### config.mk
export PLATFORM = sky130hd
export DESIGN_NAME = imem_load_run_ctrl
export DESIGN_NICKNAME = d
export VERILOG_FILES = /design/src/rtl/imem_load_run_ctrl.sv
export SDC_FILE = /design/constraint.sdc
export NUM_CORES = 1
export LEC_CHECK = 0
export ABC_AREA = 1
export CAP_MARGIN = 5
export CORE_MARGIN = 2
export CORE_UTILIZATION = 35
export DETAILED_ROUTE_END_ITERATION = 12
export GPL_TIMING_DRIVEN = 1
export HOLD_SLACK_MARGIN = 0.02
export PLACE_DENSITY = 0.77
export SKIP_LAST_GASP = 1
export SYNTH_ARGS = -nofsm -noshare
export SYNTH_HDL_FRONTEND = slang
export SYNTH_SLANG_ARGS = --single-unit
### constraint.sdc
create_clock -name clk -period 2.5 [get_ports clk]
set_clock_uncertainty 0.1 [all_clocks]
set_input_delay 0.75 -clock clk [delete_from_list [all_inputs] [get_ports clk]]
set_output_delay 0.75 -clock clk [all_outputs]
set_load 0.02 [all_outputs]
### src/rtl/imem_load_run_ctrl.sv
// Load/run sequencer for a single-cycle RISC-V core: streams a host image into
// instruction memory while the core is held in reset, then gates core progress.
module imem_load_run_ctrl #(
    parameter int          ADDR_W     = 8,
    parameter logic [31:0] HALT_INSTR = 32'h00100073
) (
    input  logic              clk,
    input  logic              rstn,
    input  logic              load_valid,
    input  logic [31:0]       load_data,
    input  logic              load_last,
    output logic              load_ready,
    input  logic              run_cmd,
    input  logic              step_cmd,
    input  logic              halt_cmd,
    input  logic              reload_cmd,
    input  logic [31:0]       instr,
    output logic              imem_we,
    output logic [ADDR_W-1:0] imem_waddr,
    output logic [31:0]       imem_wdata,
    output logic              cpu_rstn,
    output logic              cpu_en,
    output logic [1:0]        state,
    output logic [ADDR_W:0]   load_count,
    output logic              load_ovf,
    output logic              halted_ebreak,
    output logic [31:0]       retired
);

    typedef enum logic [1:0] {
        ST_LOAD = 2'b00,
        ST_RUN  = 2'b01,
        ST_STEP = 2'b10,
        ST_HALT = 2'b11
    } state_t;

    state_t            state_reg, state_next;
    logic [ADDR_W:0]   load_count_reg, load_count_next;
    logic              load_ovf_reg, load_ovf_next;
    logic              halted_ebreak_reg, halted_ebreak_next;
    logic [31:0]       retired_reg, retired_next;
    logic              accept;
    logic              at_halt_instr;

    // load_count never exceeds the depth, so its MSB alone flags a full memory
    assign load_ready    = (state_reg == ST_LOAD) && !load_count_reg[ADDR_W];
    assign accept        = load_valid && load_ready;
    assign at_halt_instr = (instr == HALT_INSTR);

    assign imem_we       = accept;
    assign imem_waddr    = load_count_reg[ADDR_W-1:0];
    assign imem_wdata    = load_data;
    assign cpu_rstn      = (state_reg != ST_LOAD);
    assign cpu_en        = ((state_reg == ST_RUN) || (state_reg == ST_STEP)) && !at_halt_instr;

    assign state         = state_reg;
    assign load_count    = load_count_reg;
    assign load_ovf      = load_ovf_reg;
    assign halted_ebreak = halted_ebreak_reg;
    assign retired       = retired_reg;

    always_ff @(posedge clk or negedge rstn) begin
        if (!rstn) begin
            state_reg         <= ST_LOAD;
            load_count_reg    <= '0;
            load_ovf_reg      <= 1'b0;
            halted_ebreak_reg <= 1'b0;
            retired_reg       <= '0;
        end else begin
            state_reg         <= state_next;
            load_count_reg    <= load_count_next;
            load_ovf_reg      <= load_ovf_next;
            halted_ebreak_reg <= halted_ebreak_next;
            retired_reg       <= retired_next;
        end
    end

    always_comb begin
        state_next         = state_reg;
        load_count_next    = load_count_reg;
        load_ovf_next      = load_ovf_reg;
        halted_ebreak_next = halted_ebreak_reg;
        retired_next       = retired_reg + 32'(cpu_en);

        case (state_reg)
            ST_LOAD: begin
                if (accept)
                    load_count_next = load_count_reg + 1'b1;
                if (load_valid && !load_ready)
                    load_ovf_next = 1'b1;
                // run only counts once at least one word (this cycle's included) is in
                if (accept && load_last)
                    state_next = ST_HALT;
                else if (run_cmd && !reload_cmd && (load_count_next != '0))
                    state_next = ST_RUN;
            end
            ST_HALT: begin
                if (reload_cmd) begin
                    state_next         = ST_LOAD;
                    load_count_next    = '0;
                    load_ovf_next      = 1'b0;
                    halted_ebreak_next = 1'b0;
                end else if (halt_cmd) begin
                    state_next = ST_HALT;
                end else if (step_cmd) begin
                    state_next         = ST_STEP;
                    halted_ebreak_next = 1'b0;
                end else if (run_cmd) begin
                    state_next         = ST_RUN;
                    halted_ebreak_next = 1'b0;
                end
            end
            ST_RUN: begin
                if (reload_cmd) begin
                    state_next         = ST_LOAD;
                    load_count_next    = '0;
                    load_ovf_next      = 1'b0;
                    halted_ebreak_next = 1'b0;
                end else if (halt_cmd) begin
                    state_next = ST_HALT;
                end else if (at_halt_instr) begin
                    state_next         = ST_HALT;
                    halted_ebreak_next = 1'b1;
                end
            end
            default: begin
                if (reload_cmd) begin
                    state_next         = ST_LOAD;
                    load_count_next    = '0;
                    load_ovf_next      = 1'b0;
                    halted_ebreak_next = 1'b0;
                end else begin
                    state_next         = ST_HALT;
                    halted_ebreak_next = at_halt_instr;
                end
            end
        endcase
    end

endmodule

**Signal metal coverage by tile**

The die is cut into 19 by 19 equal tiles; black is low, pale yellow is high, scaled to the fullest tile. Values are wire area over tile area, all layers added.
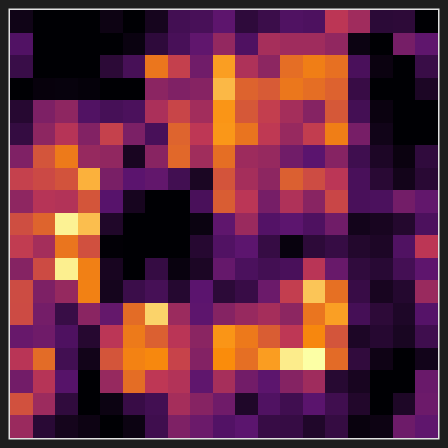
- mean over tiles: 0.13
- tiles over half the peak: 22%
- nearly empty tiles: 12%
- emptiest ninth of the die: upper left
- fullest tile: 0.43
Total GRT Usage: 15.7%
drt wl/cell: 12.6 um

**Cell classes on the final placement**

Scale bar: 20 um. Fill, decap, tap and diode cells in gray.
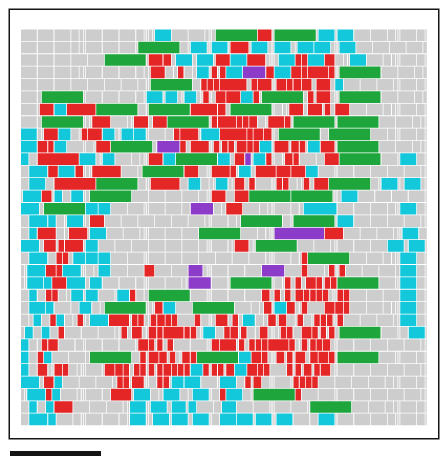
- clock drivers and dummy loads: purple (cells 8; share of their area 2.8%)
- registers: green (cells 45; share of their area 28%)
- remaining logic cells: red (cells 262; share of their area 39%)
- remaining buffers and delay cells: cyan (cells 141; share of their area 31%)
Final Cell Area: 4130 um^2
Final Core Density: 53.2%

**Cell outlines without signal wires**

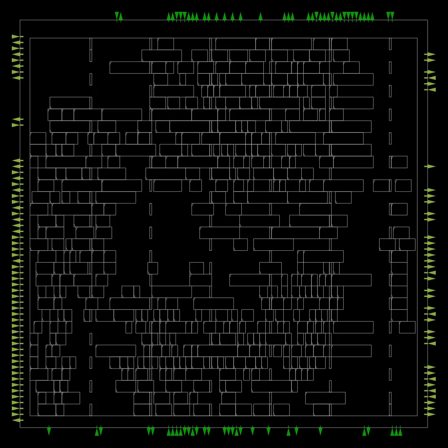
flop share of the area: 27.3%
Seq cells: 45
Filler cells: 700

**Signal wires on met1**

Supply wires on this layer in gray.
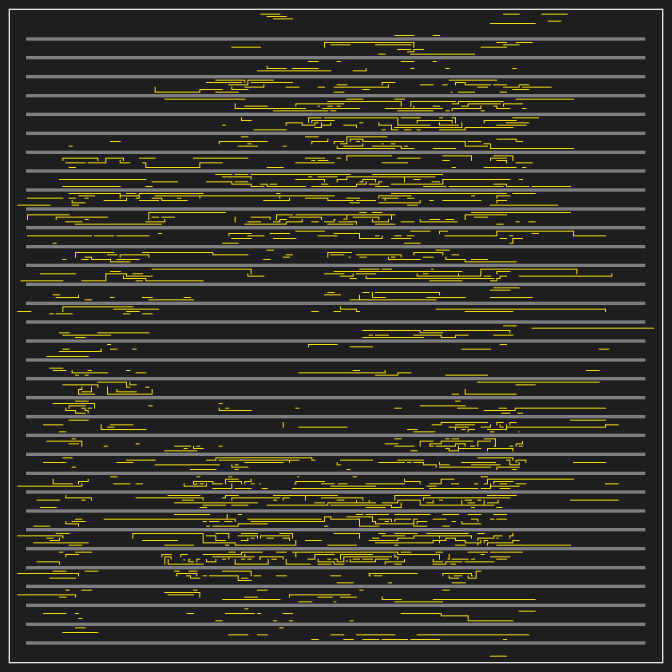
- wire length on this layer: 2960 um
- share of all routed wire: 42%
GR Util met1: 19.7%
final WL: 7020 um
vias: 2622

**Wiring by layer**

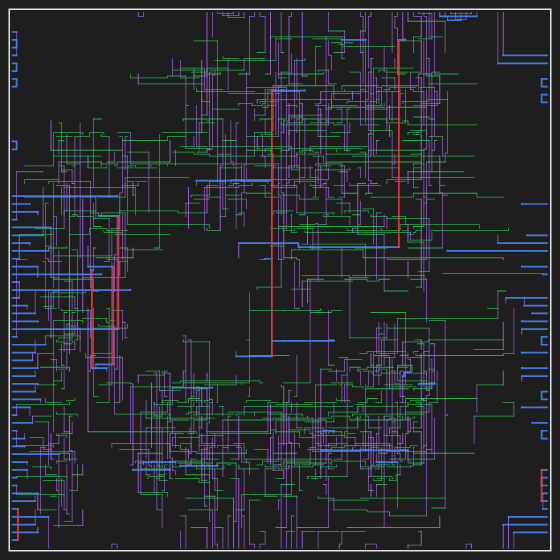
- M3: blue (wire length 502 um)
- M2: purple (wire length 3410 um)
- M4: red (wire length 147 um)
- M1: green (wire length 2960 um)

==> run summary <==
Status: finished with violations
Failing checks: negative setup slack
Vias in the first global route: 2454
Routability cong.: 0.830
Post-cts hold buffer count: 0
Register share after synthesis: 39.8%
Grt ovf: 0
Fin crit share: 103%
Diode count: 0
Buf/Inv on CP: 3
# Cells Yosys: 348
First-pass GRT wire length: 11100 um
Total CTS buffers: 5
Crit path DRT: 1.65 ns
Setup TNS Final: -0.143 ns
Placed Area: 3860 um^2
Final WS setup: -0.0736 ns
Detailed Route Iter0 Violations: 90
Post-Syn Nets: 426
Hold slack: 0.325 ns
Clock buffer depth: 2
CTS Sinks: 45
Final setup vio count: 3
Pre-antenna DRT Iters: 4
Hold Path Class: in2async
Final hold vios: 0
Total of max-cap violations: 0
Top cell excl fill/tap: nand2_1
RSZ-0062 raised after global routing: yes
Latency at later pin: 0.30 ns
Init Core Util: 36.4%
Switching share of power: 38.1%
Crit path arrival time: 1.72 ns
Area Overhead vs Synth: 45.9%
Pleak: 2.00 nW
Pint: 0.00166 W
Vias per cell: 4.70
Net Sw Power: 0.00102 W
CP max stage delay: 0.24 ns
Setup CP Type: in2out
Rel. slew slack: 63.1%
Largest net degree at the start of global routing: 25
-- repair_timing --
| action | CTS | global route |
|---|---|---|
| cloned | 0 | 0 |
| buffers inserted | 19 | 9 |
| endpoints found under the setup margin | 28 | 24 |
| resized | 118 | 27 |
| pin swaps | 11 | 15 |
-- worst paths after layout --
kind / from / to / slack (ns) / cells after the start
setup reg to reg: state[1]$_DFFE_PN0P_ / retired[16]$_DFF_PN0_ / 0.03 / 15
max in group asynchronous: rstn / load_count[1]$_DFFE_PN0P_ / 1.46 / 2
hold reg to reg: retired[31]$_DFF_PN0_ / retired[31]$_DFF_PN0_ / 0.39 / 1
setup / recovery: instr[18] / cpu_en / -0.07 / 9
hold / removal: rstn / retired[31]$_DFF_PN0_ / 0.32 / 1
min in group clk: retired[31]$_DFF_PN0_ / retired[31]$_DFF_PN0_ / 0.39 / 1
-- metal layers --
| metal | global-route usage [%] | vias up | share of wire [%] |
|---|---|---|---|
| li1 | - | 1277 | - |
| met1 | 19.7 | 1224 | 42 |
| met2 | 26.5 | 104 | 49 |
| met3 | 3.61 | 17 | 7.2 |
| met4 | 5.43 | 0 | 2.1 |
| met5 | 0 | - | 0 |
-- power by group through the flow --
stage | sequential [W] | combinational (W) | clock (W)
after detailed placement | 0.000948 | 0.00120 | 0
after global routing | 0.000951 | 0.00130 | 0.000606
final | 0.000939 | 0.00118 | 0.000558
after floorplan | 0.00104 | 0.000624 | 0
after global placement | 0.000943 | 0.00117 | 0
after CTS | 0.000936 | 0.00116 | 0.000572
-- Yosys cell counts, drive strengths merged --
master  instances
o22ai           5
inv            38
nand2          80
xnor2           9
nand4          11
nor2           44
a31oi           1
nand3b          1
o21ai           9
o211ai          1
dfrtp          45
or2             1
buf            41
a21oi           3
xor2           21
ha              6
a22oi           1
nor4            2
nand3          21
nor3            8
-- area by class of cell --
class | count | area, um^2 | area share [%]
Clock buffer | 6 | 72.6 | 1.76
Sequential cell | 45 | 1130 | 27.3
Clock inverter | 2 | 38.8 | 0.939
Inverter | 38 | 143 | 3.45
Timing Repair Buffer | 141 | 1220 | 29.6
Tap cell | 102 | 128 | 3.09
Multi-Input combinational cell | 224 | 1400 | 33.9
-- worst register-to-register path: cells and delay by family, from the launching register on --
| family | cells | cell delay, ns |
|---|---|---|
| xor gates and xnor gates | 1 | 0.14 |
| buffers and inverters | 4 | 0.45 |
| DFF | 1 | 0.36 |
| adders and majority gates | 3 | 0.61 |
| and+or+nand+nor | 7 | 0.75 |
-- cell families (layout without fill, tap and decap cells) --
logic type,after synthesis,count (layout),synth area share [%]
XOR/XNOR,30,30,9.28
buffers and inverters,79,187,15.8
flip-flops,45,45,39.8
AND-OR/OR-AND,20,20,3.98
adder cells (fa/ha/maj),6,6,2.65
AND/OR/NAND/NOR,168,168,28.5
-- stage by stage --
step | total power, W | instances | setup WS (ns)
finish | 0.00268 | 558 | -0.0736
global route | 0.00286 | 558 | -0.199
CTS | 0.00267 | 558 | -0.0537
detailed placement | 0.00215 | 531 | -0.785
global placement | 0.00211 | 531 | -0.790
floorplan | 0.00167 | 348 | -0.230
Power is estimated from default activity; no workload was simulated.
